Figure 1. Cell area per tile.
23 x 23 tiles, from white (low) to dark blue (high), 0 to 100% covered.
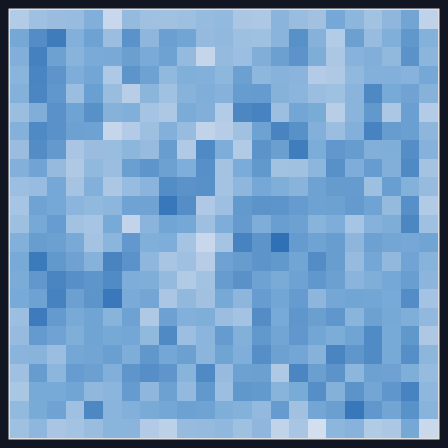
Figure 2. Congestion heat map.
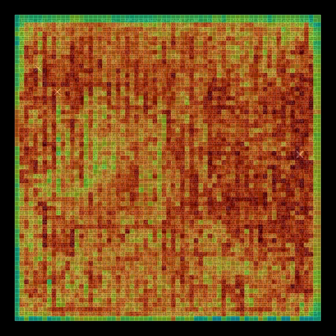
File: src/rtl/pmp_unit_pkg.sv
// ============================================================================
//  Module      : cep_define (package)
//  Description : Shared PMP types, encodings and CSR addresses for the CEP core.
//                Optional feature macro: PMP_NAPOT_EN (NA4/NAPOT decoding).
//  Revision    : 1.0 - initial release
// ============================================================================
`default_nettype none

package cep_define;

    typedef enum logic [1:0] {
        A_OFF   = 2'd0,
        A_TOR   = 2'd1,
        A_NA4   = 2'd2,
        A_NAPOT = 2'd3
    } pmp_a_e;

    typedef struct packed {
        logic       l;
        logic [1:0] rsvd;
        pmp_a_e     a;
        logic       x;
        logic       w;
        logic       r;
    } pmpcfg_t;

    localparam logic [1:0] c_oper_r = 2'b00;
    localparam logic [1:0] c_oper_w = 2'b01;
    localparam logic [1:0] c_oper_x = 2'b10;

    localparam logic [1:0] c_priv_u = 2'b00;
    localparam logic [1:0] c_priv_s = 2'b01;
    localparam logic [1:0] c_priv_m = 2'b11;

    localparam logic [11:0] c_csr_pmpcfg0  = 12'h3A0;
    localparam logic [11:0] c_csr_pmpaddr0 = 12'h3B0;

    // Legalises a written config byte: reserved bits zero, no W without R.
    function automatic pmpcfg_t warl_cfg(input logic [7:0] b);
        pmpcfg_t c;
        c.l    = b[7];
        c.rsvd = 2'b00;
        c.a    = pmp_a_e'(b[4:3]);
`ifndef PMP_NAPOT_EN
        if (b[4]) c.a = A_OFF;
`endif
        c.x    = b[2];
        c.w    = b[1] & b[0];
        c.r    = b[0];
        return c;
    endfunction

endpackage

`default_nettype wire

File: src/rtl/pmp_addr_match.sv
// ============================================================================
//  Module      : pmp_addr_match
//  Description : Range comparison of one PMP entry against an access span.
//                NA4/NAPOT decoding is built only with PMP_NAPOT_EN.
//  Revision    : 1.0 - initial release
// ============================================================================
`default_nettype none

module pmp_addr_match
    import cep_define::*;
(
    input  logic [35:0] req_lo,
    input  logic [35:0] req_hi,
    input  pmp_a_e      a,
    input  logic [31:0] addr_prev,
    input  logic [31:0] addr_cur,
    output logic        any_match,
    output logic        full_match
);

    logic [35:0] w_base;
    logic [35:0] w_top;
    logic        w_en;

`ifdef PMP_NAPOT_EN
    // Low bits set through the lowest zero of pmpaddr: 2^(k+1)-1 in word units.
    logic [32:0] w_mask;
    assign w_mask = {1'b0, addr_cur} ^ ({1'b0, addr_cur} + 33'd1);
`endif

    always_comb begin
        w_en   = 1'b0;
        w_base = '0;
        w_top  = '0;
        case (a)
            A_TOR: begin
                w_base = {2'b00, addr_prev, 2'b00};
                w_top  = {2'b00, addr_cur, 2'b00};
                w_en   = (w_base < w_top);
            end
`ifdef PMP_NAPOT_EN
            A_NA4: begin
                w_base = {4'b0000, addr_cur[29:0], 2'b00};
                w_top  = w_base + 36'd4;
                w_en   = 1'b1;
            end
            A_NAPOT: begin
                w_base = {2'b00, addr_cur & ~w_mask[31:0], 2'b00};
                w_top  = w_base + {1'b0, w_mask + 33'd1, 2'b00};
                w_en   = 1'b1;
            end
`endif
            default: ;
        endcase
    end

    assign any_match  = w_en && (req_lo < w_top) && (req_hi >= w_base);
    assign full_match = w_en && (req_lo >= w_base) && (req_hi < w_top);

endmodule

`default_nettype wire

File: src/rtl/pmp_unit.sv
// ============================================================================
//  Module      : pmp_unit
//  Description : Registered PMP checker with CSR-mapped, lockable entries and
//                first-fault capture. Optional macro: PMP_NAPOT_EN.
//  Revision    : 1.0 - initial release
// ============================================================================
`default_nettype none

module pmp_unit
    import cep_define::*;
#(
    parameter int NUM_ENTRIES = 16
) (
    input  logic        clk,
    input  logic        rst_n,
    input  logic        csr_we,
    input  logic [11:0] csr_addr,
    input  logic [31:0] csr_wdata,
    output logic [31:0] csr_rdata,
    input  logic        req_valid,
    output logic        req_ready,
    input  logic [31:0] req_addr,
    input  logic [1:0]  req_size,
    input  logic [1:0]  req_oper,
    input  logic [1:0]  req_priv,
    output logic        rsp_valid,
    input  logic        rsp_ready,
    output logic        rsp_fault,
    output logic [4:0]  rsp_entry,
    output logic        fault_valid,
    output logic [31:0] fault_addr,
    input  logic        fault_clr
);

    pmpcfg_t     r_cfg  [NUM_ENTRIES];
    logic [31:0] r_addr [NUM_ENTRIES];
    logic [31:0] w_prev [NUM_ENTRIES];

    logic [NUM_ENTRIES-1:0] w_cfg_we;
    logic [NUM_ENTRIES-1:0] w_addr_we;
    logic [NUM_ENTRIES-1:0] w_tor_lock;
    logic [NUM_ENTRIES-1:0] w_any;
    logic [NUM_ENTRIES-1:0] w_full;

    logic [35:0] w_lo;
    logic [35:0] w_hi;
    logic        w_hit;
    logic [4:0]  w_sel;
    logic        w_sel_full;
    pmpcfg_t     w_sel_cfg;
    logic        w_perm;
    logic        w_fault;
    logic        w_accept;

    // pmpaddr[i] is frozen when the entry above uses it as a locked TOR base.
    always_comb begin
        w_tor_lock = '0;
        w_prev[0]  = '0;
        for (int i = 1; i < NUM_ENTRIES; i++) begin
            w_tor_lock[i-1] = r_cfg[i].l && (r_cfg[i].a == A_TOR);
            w_prev[i]       = r_addr[i-1];
        end
        for (int i = 0; i < NUM_ENTRIES; i++) begin
            w_cfg_we[i]  = csr_we && (csr_addr == c_csr_pmpcfg0 + 12'(i / 4)) && !r_cfg[i].l;
            w_addr_we[i] = csr_we && (csr_addr == c_csr_pmpaddr0 + 12'(i))
                           && !r_cfg[i].l && !w_tor_lock[i];
        end
    end

    always_ff @(posedge clk or negedge rst_n) begin
        if (!rst_n) begin
            for (int i = 0; i < NUM_ENTRIES; i++) begin
                r_cfg[i]  <= '0;
                r_addr[i] <= '0;
            end
        end else begin
            for (int i = 0; i < NUM_ENTRIES; i++) begin
                if (w_cfg_we[i])  r_cfg[i]  <= warl_cfg(csr_wdata[8*(i%4) +: 8]);
                if (w_addr_we[i]) r_addr[i] <= csr_wdata;
            end
        end
    end

    always_comb begin
        csr_rdata = '0;
        for (int g = 0; g < NUM_ENTRIES / 4; g++) begin
            if (csr_addr == c_csr_pmpcfg0 + 12'(g))
                csr_rdata = {r_cfg[4*g+3], r_cfg[4*g+2], r_cfg[4*g+1], r_cfg[4*g]};
        end
        for (int i = 0; i < NUM_ENTRIES; i++) begin
            if (csr_addr == c_csr_pmpaddr0 + 12'(i))
                csr_rdata = r_addr[i];
        end
    end

    // 36-bit span so the last byte of an access near 4 GiB cannot wrap.
    assign w_lo = {4'b0000, req_addr};
    assign w_hi = w_lo + (36'd1 << req_size) - 36'd1;

    for (genvar i = 0; i < NUM_ENTRIES; i++) begin : g_match
        pmp_addr_match u_match (
            .req_lo     (w_lo),
            .req_hi     (w_hi),
            .a          (r_cfg[i].a),
            .addr_prev  (w_prev[i]),
            .addr_cur   (r_addr[i]),
            .any_match  (w_any[i]),
            .full_match (w_full[i])
        );
    end

    always_comb begin
        w_hit      = 1'b0;
        w_sel      = 5'(NUM_ENTRIES);
        w_sel_full = 1'b0;
        w_sel_cfg  = '0;
        for (int i = NUM_ENTRIES - 1; i >= 0; i--) begin
            if (w_any[i]) begin
                w_hit      = 1'b1;
                w_sel      = 5'(i);
                w_sel_full = w_full[i];
                w_sel_cfg  = r_cfg[i];
            end
        end
    end

    always_comb begin
        case (req_oper)
            c_oper_r: w_perm = w_sel_cfg.r;
            c_oper_w: w_perm = w_sel_cfg.w;
            c_oper_x: w_perm = w_sel_cfg.x;
            default:  w_perm = 1'b0;
        endcase
        if (req_size == 2'b11 || req_oper == 2'b11)
            w_fault = 1'b1;
        else if (w_hit && !w_sel_full)
            w_fault = 1'b1;
        else if (w_hit)
            w_fault = (req_priv == c_priv_m) ? (w_sel_cfg.l && !w_perm) : !w_perm;
        else
            w_fault = (req_priv != c_priv_m);
    end

    assign req_ready = !rsp_valid || rsp_ready;
    assign w_accept  = req_valid && req_ready;

    always_ff @(posedge clk or negedge rst_n) begin
        if (!rst_n) begin
            rsp_valid   <= 1'b0;
            rsp_fault   <= 1'b0;
            rsp_entry   <= '0;
            fault_valid <= 1'b0;
            fault_addr  <= '0;
        end else begin
            if (w_accept) begin
                rsp_valid <= 1'b1;
                rsp_fault <= w_fault;
                rsp_entry <= w_sel;
            end else if (rsp_ready) begin
                rsp_valid <= 1'b0;
            end
            if (w_accept && w_fault && (!fault_valid || fault_clr)) begin
                fault_valid <= 1'b1;
                fault_addr  <= req_addr;
            end else if (fault_clr) begin
                fault_valid <= 1'b0;
            end
        end
    end

endmodule

`default_nettype wire
File: config.mk
export PLATFORM = sky130hd
export DESIGN_NAME = pmp_unit
export DESIGN_NICKNAME = d
export VERILOG_FILES = /design/src/rtl/pmp_unit_pkg.sv /design/src/rtl/pmp_addr_match.sv /design/src/rtl/pmp_unit.sv
export SDC_FILE = /design/constraint.sdc
export NUM_CORES = 2
export LEC_CHECK = 0
export CAP_MARGIN = 20
export CORE_MARGIN = 5
export CORE_UTILIZATION = 43
export CTS_CLUSTER_DIAMETER = 100
export DETAILED_ROUTE_END_ITERATION = 7
export PLACE_DENSITY_LB_ADDON = 0.12
export SYNTH_ARGS = -nofsm -noshare
export SYNTH_HDL_FRONTEND = slang
export SYNTH_SLANG_ARGS = --single-unit
File: constraint.sdc
create_clock -name clk -period 7.88 [get_ports clk]
set_input_delay 1.576 -clock clk [delete_from_list [all_inputs] [get_ports clk]]
set_output_delay 1.576 -clock clk [all_outputs]
set_load 0.03 [all_outputs]
==> impl_report.txt <==
=== SYNTHESIS / PLACE & ROUTE SUMMARY ===
----------------------------------------------------
[Logic synthesis]
  Number of different library cells in the post-synthesis netlist ........................ 104
  Area fraction of the dominant cell type after synthesis ........................ 34.4%

[Routing]
  Wire length on met1 ........................ 200 mm
  Post-route DRC violation count ........................ 19

[Global routing]
  Pin count of the biggest net entering global routing ........................ 132
  Vias in the first global route ........................ 89100

[Run status]
  Outcome ........................ finished with violations
  Violated checks ........................ DRC, setup timing

[Pwr]
  Power in combinational cells ........................ 7.39 mW
  Cell Int Power ........................ 8.99 mW

[Final timing]
  Final setup violation count ........................ 34
  Final worst-path setup slack ........................ -0.254 ns

[Placed design]
  Instance area after placement ........................ 101000 µm²

[Clocking]
  Clock tree from TritonCTS ........................ done
  Clock net sink count ........................ 632

[Finish]
  Most frequent logic cells in the routed design ........................ 2380 x ha_1, 1454 x nand2_1, 982 x buf_4, 716 x a21oi_1, 617 x dfrtp_1
  Share of post-route cells with drive strength above 1 ........................ 19.2%
  Area growth from synthesis to layout ........................ 21.5%

[Floorplan]
  Chip area ........................ 211000 µm²
  Overall die width ........................ 460 µm

----------------------------------------------------
-- Figure 1 (at the start) --
mean over tiles = 48%
fullest tile = 74%

-- Figure 2 (at the start) --
layer carrying the most global-route usage: met2
combined global-route utilization of all metal layers: 47.1%

==> logic make-up (layout without fill, tap and decap cells) <==
logic type	count (synthesis)	count (layout)	share of synthesized area, %
buf+inv	908	2038	3.98
compound gates	2676	2676	19.9
other cells	0	79	0
mux	578	578	7.59
flops	632	632	18.2
simple gates	2923	2923	15.6
xor+xnor	29	29	0.292
fa+ha+maj	2392	2392	34.4
==> critical path: cells and delay by family <==
kind                       cells  cell delay, ns
AOI/OAI and AO/OA             15            2.95
buffers and inverters         11            1.60
muxes                          1            0.30
and+or+nand+nor                6            1.09
xor gates and xnor gates       1            0.17
adders and majority gates      3            1.03
==> area by class of cell <==
class	count	area, µm²
diodes	79	198
clock buffers	106	2420
clock inverters	61	823
fillers	19100	96100
inverters	604	2270
multi-input cells	8598	69200
flip-flops and latches	632	15800
well taps	2672	3340
repair buffers	1267	11500
==> final timing paths <==
kind                                     startpoint                    endpoint  depth (start not counted)
max                                     req_addr[2]  fault_addr[31]$_DFFE_PN0P_                         37
min                        rsp_entry[2]$_DFFE_PN0P_    rsp_entry[2]$_DFFE_PN0P_                          2
max reg2reg                   r_cfg[83]$_DFFE_PN0P_  fault_addr[31]$_DFFE_PN0P_                         22
min reg2reg                rsp_entry[2]$_DFFE_PN0P_    rsp_entry[2]$_DFFE_PN0P_                          2
max in group asynchronous                     rst_n       r_cfg[83]$_DFFE_PN0P_                          2
min in group asynchronous                     rst_n      r_addr[65]$_DFFE_PN0P_                          1
==> through the flow <==
stage	instances	hold WS, ns	total power [mW]
after CTS	13900	0.472	15.1
final	14000	0.476	15.5
after global routing	14000	0.488	16.0
after global placement	13700	0.465	10.2
after floorplan	10100	0.492	6.57
after detailed placement	13700	0.458	10.3
Power is estimated from default activity; no workload was simulated.
